$ cat config.mk
export PLATFORM = sky130hd
export DESIGN_NAME = countdown_digits_flat
export DESIGN_NICKNAME = d
export VERILOG_FILES = /design/src/rtl/countdown_digits_pkg.sv /design/src/rtl/countdown_digits_if.sv /design/src/rtl/countdown_digits_bcd_digit_dn.sv /design/src/rtl/countdown_digits.sv /design/src/flat_wrapper.sv
export SDC_FILE = /design/constraint.sdc
export NUM_CORES = 1
export LEC_CHECK = 0
export ABC_AREA = 1
export CAP_MARGIN = 0
export CORE_MARGIN = 5
export CORE_UTILIZATION = 27
export CTS_CLUSTER_SIZE = 40
export DETAILED_ROUTE_END_ITERATION = 12
export REMOVE_ABC_BUFFERS = 1
export SYNTH_ARGS = -nofsm -noshare
export SYNTH_HDL_FRONTEND = slang
export SYNTH_HIERARCHICAL = 1
export SYNTH_SLANG_ARGS = --single-unit
$ cat constraint.sdc
create_clock -name clk_10Hz -period 3.96 [get_ports clk_10Hz]
set_input_delay 0.594 -clock clk_10Hz [delete_from_list [all_inputs] [get_ports clk_10Hz]]
set_output_delay 0.594 -clock clk_10Hz [all_outputs]
set_load 0.05 [all_outputs]
$ cat src/rtl/countdown_digits_pkg.sv
// Shared types and constants for the four-digit BCD countdown timer.
package countdown_digits_pkg;
  typedef enum logic [1:0] {IDLE, RUN, PAUSED, DONE} state_e;

  localparam logic [3:0] BCD_MAX  = 4'd9;
  localparam logic [3:0] BCD_ZERO = 4'd0;

  function automatic logic [3:0] sat_bcd(input logic [3:0] d);
    return (d > BCD_MAX) ? BCD_MAX : d;
  endfunction
endpackage

$ cat src/rtl/countdown_digits_if.sv
// Control/preset inputs and BCD/status outputs of the countdown timer.
interface countdown_digits_if;
  logic       load;
  logic [3:0] preset_ones, preset_tens, preset_hundreds, preset_thousands;
  logic       start, pause;
  logic [3:0] ones, tens, hundreds, thousands;
  logic       running, done, expired;

  modport master (
    output load, preset_ones, preset_tens, preset_hundreds, preset_thousands, start, pause,
    input  ones, tens, hundreds, thousands, running, done, expired
  );
  modport slave (
    input  load, preset_ones, preset_tens, preset_hundreds, preset_thousands, start, pause,
    output ones, tens, hundreds, thousands, running, done, expired
  );
endinterface

$ cat src/rtl/countdown_digits_bcd_digit_dn.sv
// One BCD digit register with decrement and borrow chaining.
module bcd_digit_dn
  import countdown_digits_pkg::*;
(
  input  logic       clk_10Hz,
  input  logic       reset,
  input  logic       i_load,
  input  logic [3:0] i_load_val,
  input  logic       i_dec_en,
  input  logic       i_borrow_in,
  output logic [3:0] o_digit,
  output logic       o_borrow_out
);
  logic [3:0] r_digit;

  always_ff @(posedge clk_10Hz or posedge reset) begin
    if (reset)                        r_digit <= BCD_ZERO;
    else if (i_load)                  r_digit <= i_load_val;
    else if (i_dec_en && i_borrow_in) r_digit <= (r_digit == BCD_ZERO) ? BCD_MAX : r_digit - 4'd1;
  end

  assign o_digit      = r_digit;
  assign o_borrow_out = (r_digit == BCD_ZERO) && i_borrow_in;
endmodule

$ cat src/rtl/countdown_digits.sv
// Four-digit BCD countdown timer: FSM, stored preset, zero detect and expiry pulse.
module countdown_digits
  import countdown_digits_pkg::*;
#(
  parameter bit AUTO_RELOAD = 1'b0
) (
  input logic               clk_10Hz,
  input logic               reset,
  countdown_digits_if.slave bus
);
  state_e          r_state, w_state_nxt;
  logic [3:0][3:0] w_digits, w_sat, w_ld_val, r_preset;
  logic [4:0]      w_borrow;
  logic            w_zero, w_one, w_dig_load, w_dec, w_expired_nxt, r_expired;

  assign w_sat = {sat_bcd(bus.preset_thousands), sat_bcd(bus.preset_hundreds),
                  sat_bcd(bus.preset_tens),      sat_bcd(bus.preset_ones)};
  assign w_ld_val = bus.load ? w_sat : r_preset;

  // The borrow chain is seeded with 1, so it ripples out the top only when every digit is 0.
  assign w_borrow[0] = 1'b1;
  assign w_zero      = w_borrow[4];
  assign w_one       = (w_digits == 16'h0001);

  for (genvar g = 0; g < 4; g++) begin : g_dig
    bcd_digit_dn u_dig (
      .clk_10Hz     (clk_10Hz),
      .reset        (reset),
      .i_load       (w_dig_load),
      .i_load_val   (w_ld_val[g]),
      .i_dec_en     (w_dec),
      .i_borrow_in  (w_borrow[g]),
      .o_digit      (w_digits[g]),
      .o_borrow_out (w_borrow[g+1])
    );
  end

  always_comb begin
    w_state_nxt   = r_state;
    w_dig_load    = 1'b0;
    w_dec         = 1'b0;
    w_expired_nxt = 1'b0;
    if (bus.load) begin
      w_state_nxt = IDLE;
      w_dig_load  = 1'b1;
    end else begin
      case (r_state)
        IDLE:   if (bus.start && !bus.pause && !w_zero) w_state_nxt = RUN;
        RUN: begin
          if (bus.pause) w_state_nxt = PAUSED;
          else if (!w_zero) begin
            w_dec = 1'b1;
            if (w_one) begin
              w_state_nxt   = DONE;
              w_expired_nxt = 1'b1;
            end
          end
        end
        PAUSED: if (bus.start && !bus.pause) w_state_nxt = RUN;
        DONE: begin
          if (AUTO_RELOAD) begin
            if (r_preset == 16'h0000) w_state_nxt = IDLE;
            else begin
              w_dig_load  = 1'b1;
              w_state_nxt = bus.pause ? PAUSED : RUN;
            end
          end
        end
        default: w_state_nxt = IDLE;
      endcase
    end
  end

  always_ff @(posedge clk_10Hz or posedge reset) begin
    if (reset) begin
      r_state   <= IDLE;
      r_preset  <= '0;
      r_expired <= 1'b0;
    end else begin
      r_state   <= w_state_nxt;
      r_expired <= w_expired_nxt;
      if (bus.load) r_preset <= w_sat;
    end
  end

  assign bus.ones      = w_digits[0];
  assign bus.tens      = w_digits[1];
  assign bus.hundreds  = w_digits[2];
  assign bus.thousands = w_digits[3];
  assign bus.running   = (r_state == RUN);
  assign bus.done      = (r_state == DONE);
  assign bus.expired   = r_expired;
endmodule

$ cat src/flat_wrapper.sv
// flat-port wrapper written by rule: the top's interface ports become plain ports
module countdown_digits_flat import countdown_digits_pkg::*;
#(
  parameter bit AUTO_RELOAD = 1'b0
)
  (clk_10Hz, reset, bus_load, bus_preset_ones, bus_preset_tens, bus_preset_hundreds, bus_preset_thousands, bus_start, bus_pause, bus_ones, bus_tens, bus_hundreds, bus_thousands, bus_running, bus_done, bus_expired);
  countdown_digits_if bus_i ();
  input logic clk_10Hz;
  input logic reset;
  input wire logic [$bits(bus_i.load)-1:0] bus_load;
  input wire logic [$bits(bus_i.preset_ones)-1:0] bus_preset_ones;
  input wire logic [$bits(bus_i.preset_tens)-1:0] bus_preset_tens;
  input wire logic [$bits(bus_i.preset_hundreds)-1:0] bus_preset_hundreds;
  input wire logic [$bits(bus_i.preset_thousands)-1:0] bus_preset_thousands;
  input wire logic [$bits(bus_i.start)-1:0] bus_start;
  input wire logic [$bits(bus_i.pause)-1:0] bus_pause;
  output wire logic [$bits(bus_i.ones)-1:0] bus_ones;
  output wire logic [$bits(bus_i.tens)-1:0] bus_tens;
  output wire logic [$bits(bus_i.hundreds)-1:0] bus_hundreds;
  output wire logic [$bits(bus_i.thousands)-1:0] bus_thousands;
  output wire logic [$bits(bus_i.running)-1:0] bus_running;
  output wire logic [$bits(bus_i.done)-1:0] bus_done;
  output wire logic [$bits(bus_i.expired)-1:0] bus_expired;
  assign bus_i.load = bus_load;
  assign bus_i.preset_ones = bus_preset_ones;
  assign bus_i.preset_tens = bus_preset_tens;
  assign bus_i.preset_hundreds = bus_preset_hundreds;
  assign bus_i.preset_thousands = bus_preset_thousands;
  assign bus_i.start = bus_start;
  assign bus_i.pause = bus_pause;
  assign bus_ones = bus_i.ones;
  assign bus_tens = bus_i.tens;
  assign bus_hundreds = bus_i.hundreds;
  assign bus_thousands = bus_i.thousands;
  assign bus_running = bus_i.running;
  assign bus_done = bus_i.done;
  assign bus_expired = bus_i.expired;
  countdown_digits #(.AUTO_RELOAD(AUTO_RELOAD)) u_core (.clk_10Hz(clk_10Hz), .reset(reset), .bus(bus_i));
endmodule
Fig. 1: selected gate families
Drawn at 4 px/um.
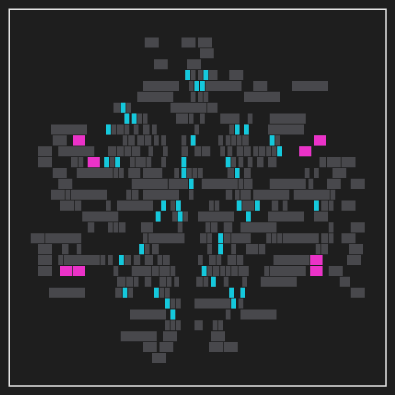
AND-OR and OR-AND gates -> magenta  # cells 8
inverters -> cyan  # cells 41

Fig. 2: routing congestion map
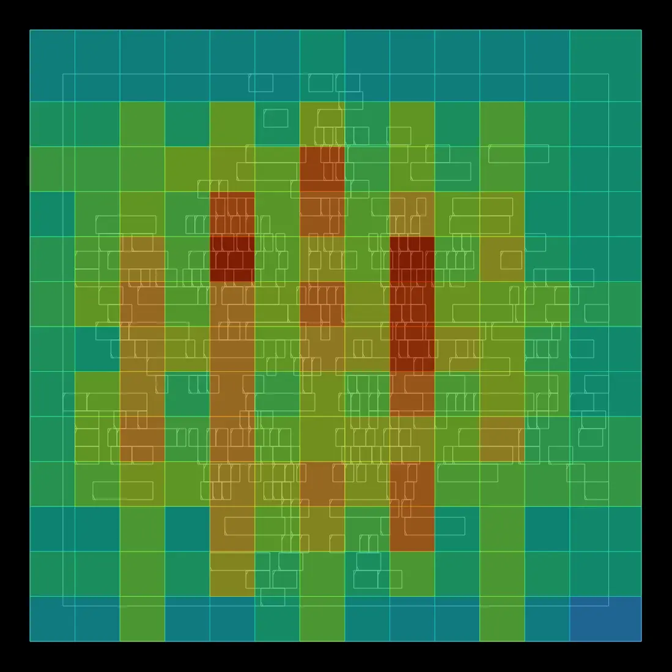
GR met2 Demand/Resource: 17.7%
total routing usage reported by global routing: 11.1%
WL per Instance: 11.4 um

==> changes_impl.md <==
### Metrics

* Number of synthesized flops with an enable pin at 0
* Antenna-violating nets left at 0
* Busiest metal layer after global routing: met2
* Antenna violations before repair at 0
* Synthesized flop and latch total at 35
* Max Cap Violations at 0
* Stage delay of the slowest cell on the critical path at about 460 ps
* Largest net degree at the start of global routing at 32
* DRC viols at 0
* Post-CTS Repair Setup Buffers at 0
* Post-Synthesis Cells at 261
* Flip-flops at 35
* Placement-stage worst setup slack at 1480 ps
* Sinks on Clock Net at 35
* Ys flop type: sky130_fd_sc_hd__dfrtp_1
* Cells along the critical path: nor2_1, nand2_1, nor2_1, inv_1, nor2_1, inv_1, nor2_1, inv_1, nor2_1, inv_1, nand3_1, inv_1, nand2_1, nand2_2, o21ai_0, inv_1, nand2_1, nand2_1
* Non-clock buffer share of cell area at approximately 16%
* Number of buffers created by CTS at 5
* Cell depth of the worst hold path at 1
* Multi-input gate share of the layout cell area at 34.5%
* Power Clock at 0.250 mW
* Cells in synth_stat.txt at ~260
* Worst flop-to-flop path endpoint: u_core/g_dig[3].u_dig/o_digit[3]
* Die outline width at 93.8 um
* Maximum clock insertion buffer count at 2
* Pins over their slew limit at 0
* Non-CTS inverters at between 40 and 50
* Final design area excluding fillers at roughly 0.0025 mm2
* Via count of the first global-routing pass at 1719
* Sum Neg Setup Slack at 0 ps
* Terminating pin of the worst hold path: u_core/r_preset[14]
* End of the critical path: u_core/g_dig[3].u_dig/o_digit[3]
* TritonCTS clock tree: done
* Layout clock area frac at under 10%
* Hold-fix buffers at CTS at 0
* Transition time at the pin with the least slew margin at between 700 and 800 ps
* Count of clock-net buffers in the final layout at 7
* Multi-input logic area at 860 um2
* Largest area contributor in the synthesized netlist: sky130_fd_sc_hd__dfrtp_1
* Violation count after the first detailed-route iteration at 80
* Sequential share of the synthesized area at 46.2%
* Final critical-path setup slack at 1620 ps
* Largest cells by area after synthesis: sky130_fd_sc_hd__dfrtp_1, sky130_fd_sc_hd__nand2_1, sky130_fd_sc_hd__nor2_1
* Design internal power at 0.636 mW
* Worst Reg2Reg Path Length in Cells at 18
* Relative contribution of combinational cells to total power at 31.9%
* Tally of yosys warning messages at 6
* Floorplan core density at between 20% and 30%
* Leak Pwr at 1.19 nW
* Clock latency on the worst-skew pair at 280 ps
* Worst hold slack across all endpoints at 516 ps
* Gate family responsible for the most delay along the worst path: simple AND/OR/NAND/NOR gates
* Fa+ha+maj area frac at 0%
* Non-filler instance count after layout at between 400 and 500
* Routed length on met1 at around 2200 um
* Stage-log warning count at 25
* Total die area at slightly below 0.009 mm2
* Final setup violation count at 0
* Clock slew at reported path FFs at 70 ps
* Power attributed to sequential cells at 0.440 mW
* Arrival time of data at the critical path endpoint at 2520 ps
* Root buffer cell: sky130_fd_sc_hd__clkbuf_8
* Logic family by area: simple AND/OR/NAND/NOR gates
* Count of placed standard cells including taps at 396
* Signal buffers at 40
* Class of the tightest hold or removal check: flip-flop to flip-flop
* Number of detailed-routing iterations run before antenna repair at 4
* Proportion of netlist area held by the largest area contributor at 46.2%
* Power Density at 407 mW/mm2
* CP startpoint: u_core/g_dig[0].u_dig/o_digit[0]
* Vias/cell at 4.30
* Clock network power share at roughly a quarter
* Critical path buffer and inverter count at 6
* Grt ovf at 0
* Synth top cell by count: sky130_fd_sc_hd__nand2_1
* Area fraction in and, or, nand and nor cells at 29.2%
* Max H-tree Level at 2
* Met3 wire length at 256 um
* Clock Skews at 2.75 ps
* List of most frequent post-synthesis cells: sky130_fd_sc_hd__nand2_1, sky130_fd_sc_hd__nor2_1, sky130_fd_sc_hd__inv_1
* Routability Congestion at 0.852
* Top Layer Used: met4
* Dominant logic cell types in the final layout: sky130_fd_sc_hd__nand2_1, sky130_fd_sc_hd__nor2_1, sky130_fd_sc_hd__clkdlybuf4s50_1, sky130_fd_sc_hd__inv_1, sky130_fd_sc_hd__dfrtp_1
* Crit-path slowest cell: sky130_fd_sc_hd__dfrtp_1
* Final period demand of the worst path at ~2300 ps
* Run status: complete, no violations
* Flop pwr share at between 40% and 50%
* Sequential portion of the cell area at 35.2%
Fig. 3: the metal 3 layer
Drawn at 3 px/um.
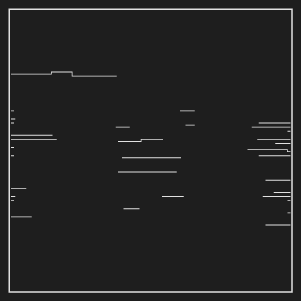
main direction = horizontal
share of all routed wire = 5.6%
GR Util met3: 3.04%
final wirelength: 4630 um
routed via count: 1738

Fig. 4: the metal 2 layer
Drawn at 3 px/um.
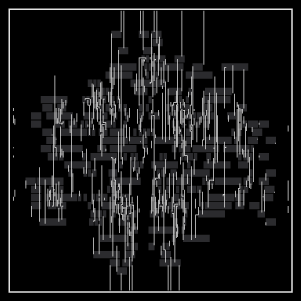
wire length on this layer = 2140 um
nets with wire on the layer = 247
share of all routed wire = 46%

Power figures rest on the tool's default switching activity, not on a simulated workload.
